layer_met1.png
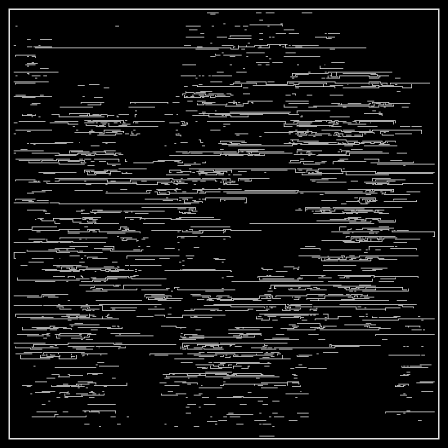
layer_met2.png
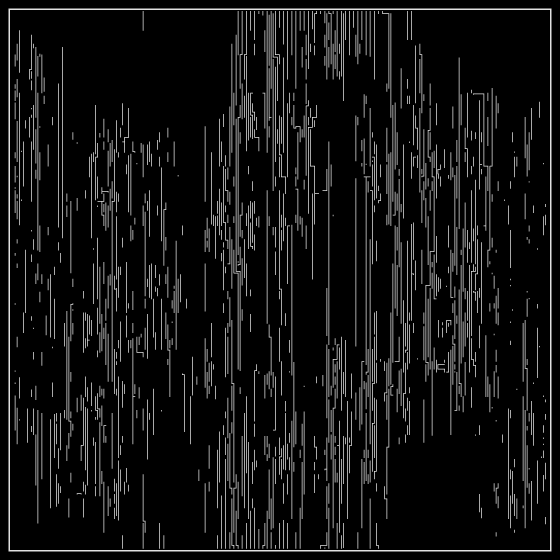
layer_met3.png
Scale bar: 20 µm. Cells faint in the background.
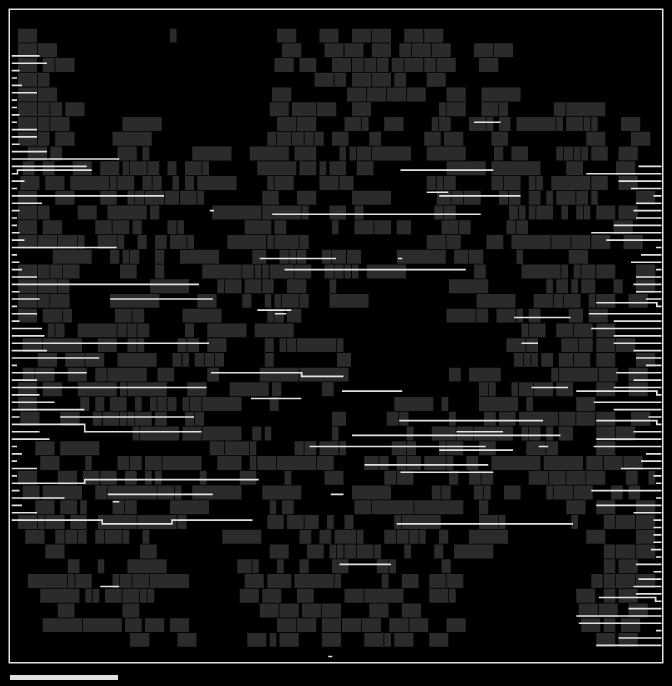
**src/rtl/fe_pc_sequencer.sv**
```systemverilog
// fe_pc_sequencer: fetch-side PC sequencer and consumer of the AGEX->FE redirect interface.
// Owns the fetch PC, the instruction-count tag and issue-valid into the FE/DE latch. After a
// control-flow instruction issues, fetch stalls in BR_WAIT until AGEX either redirects
// (br_taken_i) or confirms the fall-through path (br_resolved_i).
// Optional build macro FE_PERF_CNT_EN adds saturating stall / branch-wait / redirect counters.
module fe_pc_sequencer #(
  parameter int                DBITS      = 32,
  parameter int                INSTBITS   = 32,
  parameter logic [DBITS-1:0]  RESET_PC   = '0,
  parameter int                WAIT_LIMIT = 16
) (
  input  logic                clk,
  input  logic                reset,
  input  logic [INSTBITS-1:0] imem_inst_i,
  input  logic                de_stall_i,
  input  logic                br_taken_i,
  input  logic [DBITS-1:0]    br_target_i,
  input  logic                br_resolved_i,
  output logic [DBITS-1:0]    pc_o,
  output logic [DBITS-1:0]    pcplus_o,
  output logic [INSTBITS-1:0] inst_o,
  output logic [DBITS-1:0]    inst_count_o,
  output logic                fe_valid_o,
  output logic                br_wait_o,
  output logic                misalign_o,
  output logic                wdog_o
`ifdef FE_PERF_CNT_EN
  ,
  output logic [31:0]         perf_stall_o,
  output logic [31:0]         perf_brwait_o,
  output logic [31:0]         perf_redir_o
`endif
);

  localparam int             WCW  = $clog2(WAIT_LIMIT + 1);
  localparam logic [WCW-1:0] WLIM = WCW'(WAIT_LIMIT);

  typedef enum logic {RUN, BR_WAIT} state_t;

  state_t           state, state_next;
  logic [DBITS-1:0] pc, pc_next;
  logic [DBITS-1:0] count, count_next;
  logic [WCW-1:0]   wait_cnt, wait_cnt_next;
  logic             misalign, misalign_next;
  logic             wdog, wdog_next;
  logic             is_cf;
  logic             issue;

  // Predecode: branches, JAL and JALR all need AGEX to resolve before fetch may continue.
  always_comb begin
    is_cf = (imem_inst_i[6:0] == 7'b1100011) ||
            (imem_inst_i[6:0] == 7'b1101111) ||
            (imem_inst_i[6:0] == 7'b1100111);
  end

  assign issue = (state == RUN) && !de_stall_i;

  // Next-state logic: sequential fetch in RUN, redirect/resume/watchdog handling in BR_WAIT.
  always_comb begin
    state_next    = state;
    pc_next       = pc;
    count_next    = count;
    wait_cnt_next = wait_cnt;
    misalign_next = misalign;
    wdog_next     = wdog;
    case (state)
      RUN: begin
        if (issue) begin
          pc_next    = pc + DBITS'(4);
          count_next = count + DBITS'(1);
          if (is_cf) begin
            state_next    = BR_WAIT;
            wait_cnt_next = '0;
          end
        end
      end
      BR_WAIT: begin
        if (wait_cnt != WLIM) begin
          wait_cnt_next = wait_cnt + WCW'(1);
        end
        if (br_taken_i) begin
          pc_next       = {br_target_i[DBITS-1:2], 2'b00};
          misalign_next = misalign | (|br_target_i[1:0]);
          state_next    = RUN;
        end else if (br_resolved_i) begin
          state_next = RUN;
        end else if (wait_cnt_next == WLIM) begin
          wdog_next = 1'b1;
        end
      end
      default: state_next = RUN;
    endcase
  end

  // State register; reset overrides every other input, including a redirect mid-BR_WAIT.
  always_ff @(posedge clk) begin
    if (reset) begin
      state    <= RUN;
      pc       <= RESET_PC;
      count    <= '0;
      wait_cnt <= '0;
      misalign <= 1'b0;
      wdog     <= 1'b0;
    end else begin
      state    <= state_next;
      pc       <= pc_next;
      count    <= count_next;
      wait_cnt <= wait_cnt_next;
      misalign <= misalign_next;
      wdog     <= wdog_next;
    end
  end

  assign pc_o         = pc;
  assign pcplus_o     = pc + DBITS'(4);
  assign fe_valid_o   = issue;
  assign inst_o       = issue ? imem_inst_i : '0;
  assign inst_count_o = count;
  assign br_wait_o    = (state == BR_WAIT);
  assign misalign_o   = misalign;
  assign wdog_o       = wdog;

`ifdef FE_PERF_CNT_EN
  logic [31:0] perf_stall, perf_brwait, perf_redir;

  // Saturating event counters: stalled RUN cycles, BR_WAIT cycles, accepted redirects.
  always_ff @(posedge clk) begin
    if (reset) begin
      perf_stall  <= '0;
      perf_brwait <= '0;
      perf_redir  <= '0;
    end else begin
      if ((state == RUN) && de_stall_i && (perf_stall != 32'hFFFF_FFFF)) begin
        perf_stall <= perf_stall + 32'd1;
      end
      if ((state == BR_WAIT) && (perf_brwait != 32'hFFFF_FFFF)) begin
        perf_brwait <= perf_brwait + 32'd1;
      end
      if ((state == BR_WAIT) && br_taken_i && (perf_redir != 32'hFFFF_FFFF)) begin
        perf_redir <= perf_redir + 32'd1;
      end
    end
  end

  assign perf_stall_o  = perf_stall;
  assign perf_brwait_o = perf_brwait;
  assign perf_redir_o  = perf_redir;
`endif

endmodule

```
**config.mk**
```make
export PLATFORM = sky130hd
export DESIGN_NAME = fe_pc_sequencer
export DESIGN_NICKNAME = d
export VERILOG_FILES = /design/src/rtl/fe_pc_sequencer.sv
export SDC_FILE = /design/constraint.sdc
export NUM_CORES = 1
export LEC_CHECK = 0
export ABC_AREA = 0
export CORE_UTILIZATION = 30
export DETAILED_ROUTE_END_ITERATION = 8
export SETUP_SLACK_MARGIN = 0.2
export SYNTH_ARGS = -nofsm -noshare
export SYNTH_HDL_FRONTEND = slang
export SYNTH_SLANG_ARGS = --single-unit
```
**constraint.sdc**
```tcl
create_clock -name clk -period 4.2 [get_ports clk]
set_input_delay 0.84 -clock clk [delete_from_list [all_inputs] [get_ports clk]]
set_output_delay 0.84 -clock clk [all_outputs]
set_load 0.01 [all_outputs]
```
==> flow_summary.json <==
{
  "ys_sh_simple": 0.3256,
  "finClkSkew_ns": 0.008121,
  "final_util": 0.4887,
  "lay_top_count": "clkdlybuf4s50_1",
  "rsz0062_at_grt": "no",
  "syn_to_final_growth_pct": 56.51,
  "cts_buffers": 9,
  "synthAdderAreaFrac": 0.01192,
  "ys_sh_aoi": 0.1501,
  "fp-row-count": 42,
  "r2r_slack_ns": 1.68,
  "hold_class": "flip-flop to flip-flop",
  "grt_pass1_wl_um": 22540,
  "insertion_delay_ns": 0.34,
  "ys.warnings.count": 0,
  "hold_violations": 0,
  "path_max_fanout": 12,
  "root_buffer": "clkbuf_16",
  "firstDrtPassIters": 4,
  "mux_area_frac": 0.01430,
  "startpoint_type": "flip-flop",
  "antenna_cells": 0,
  "tritoncts": "done",
  "status": "completed",
  "power_uw": 1625,
  "h-tree-depth": 3,
  "dieArea_mm2": 0.01448,
  "synth.distinct_cells": 67,
  "synth_chip_area_mm2": 0.004200,
  "crit-reg2reg-launch": "br_wait_o",
  "fmax_mhz": 261.0,
  "drtIter0Drc": 302,
  "routedWlPerCell_um": 15.98,
  "grt_util_all_layers": 0.1984,
  "core_area_mm2": 0.01345,
  "worstMarginPinSlew_ns": 0.8270,
  "initCoreUtil": 0.3122,
  "leakage_uw": 0.002340,
  "fp.dieH_um": 120.3,
  "via_per_inst": 5.073,
  "final.period_utilization": 0.9124,
  "synth-seq-cells": 70,
  "ys_cells": 530,
  "antenna_found_initial": 0,
  "tns_ns": 0,
  "sequentialPowerShare": 0.422,
  "io_buffers": 196,
  "fp.dieW_um": 120.3,
  "drive_gt1_frac": 0.05007,
  "syn_area_mm2": 0.004200,
  "rr_worst_depth": 8,
  "top_cell_area_share": 0.3336,
  "worstPathRequired_ns": 3.36,
  "yosysTopAreaCell": "dfxtp_1",
  "power_switching_uw": 401.5,
  "power_density_mw_per_mm2": 247.1,
  "logic_family": "simple AND/OR/NAND/NOR gates",
  "slew_viol_final": 0,
  "dp_hpwl_um": 10450,
  "maxCapViolCount": 0,
  "ios": 201,
  "clockPowerShare": 0.439,
  "final_nets": 787,
  "setup_violations": 0,
  "layout_top_cells": "clkdlybuf4s50_1, dfxtp_1, nor2_1, nand2_1, and2_1",
  "crit_path_end_kind": "output port",
  "ff_type": "dfxtp_1",
  "switching_share": 0.2472,
  "max-vdd-ir-drop_mv": 0.2216
}
Notes on layer_met1.png above:
wire length on this layer: 6,220 µm
share of all routed wire: 44%

Notes on layer_met2.png above:
wire length on this layer: 6,520 µm
share of all routed wire: 46%
main direction: vertical
nets with wire on the layer: 660
longest straight run: 45.6 µm
final WL: 14,300 µm
via count: 4,540
GRT met2 Usage: 0.3287

Notes on layer_met3.png above:
longest straight run: 38.2 µm
wire length on this layer: 1,400 µm
share of all routed wire: 9.8%
main direction: horizontal

## synth_stat cells (all sizes together) (8+ instances only)
master / n
dfxtp: 70
nor2: 64
nand2: 43
and2: 37
xnor2: 31
a21oi: 24
clkbuf: 24
nand3: 23
xor2: 23
nand4: 18
nor3: 18
inv: 16
o21ai: 16
and3: 11
and4: 11
buf: 10
a31oi: 8
or3: 8
## sequential cells by signal (all words and copies together), names as in the netlist
name / flops
br_wait_o: 1
inst_count_o: 32
misalign_o: 1
pc_o: 30
wait_cnt: 5
wdog_o: 1
## worst max-delay path: stages, from the launching register on
cell,delay (ns)
dfxtp_1,0.45
ha_1,0.28
nand2_1,0.12
or4_4,0.63
nor2_2,0.22
and3_1,0.22
xor2_1,0.17
clkdlybuf4s50_1,0.56
## worst min path at each step
stage / start / endpoint / slack (ns) / cells after the start
floorplan: misalign_o / misalign_o / 0.47 / 2
global placement: misalign_o / misalign_o / 0.43 / 2
detailed placement: misalign_o / misalign_o / 0.44 / 2
CTS: misalign_o / misalign_o / 0.45 / 2
global route: misalign_o / misalign_o / 0.48 / 2
finish: misalign_o / misalign_o / 0.45 / 2
## per-stage QoR
step,instance area [µm²],instances,worst slack (ns),hold WS (ns)
floorplan,4212,533,1.402,0.4696
global placement,6295,879,0.6807,0.4337
detailed placement,6295,879,0.6032,0.4399
CTS,6571,895,0.2906,0.4545
global route,6574,895,0.2245,0.4753
finish,6574,895,0.3679,0.4506
## power groups by stage
stage | combinational (µW) | sequential [µW] | clock, µW
6_report | 226 | 686 | 713
5_1_grt | 243 | 687 | 760
4_1_cts | 228 | 686 | 740
3_5_place_dp | 227 | 700 | 0
3_3_place_gp | 226 | 700 | 0
2_1_floorplan | 82.2 | 700 | 0
## area by class of cell
cell class                 instances  area [µm²]
fill                            1325        6879
multi-input combinational        413        2599
timing repair buffer             204        2017
sequential                        70        1401
clock buffer                      11       242.7
tap                              176       220.2
inverter                          16       60.06
clock inverter                     5       33.78
## timing repair
item,4_1_cts,5_1_grt
hold buffers,0,0
endpoints found under the setup margin,0,1
resized,0,1
## layer usage
layer  wire length, µm  vias to the layer above  global-route usage
met3              1398                       12             0.06085
met5                 0                        -                   0
met1              6224                     2086              0.2489
met2              6519                      195              0.3287
met4               160                        0             0.05170
li1                  -                     2247                   -
## kinds of logic (layout without fill, tap and decap cells)
logic type,after synthesis,in the layout
AOI/OAI and AO/OA,92,92
xor gates and xnor gates,54,54
adders and majority gates,4,4
buffers and inverters,50,236
DFF,70,70
muxes,6,6
other,1,4
and+or+nand+nor,253,253
Power is estimated from default activity; no workload was simulated.
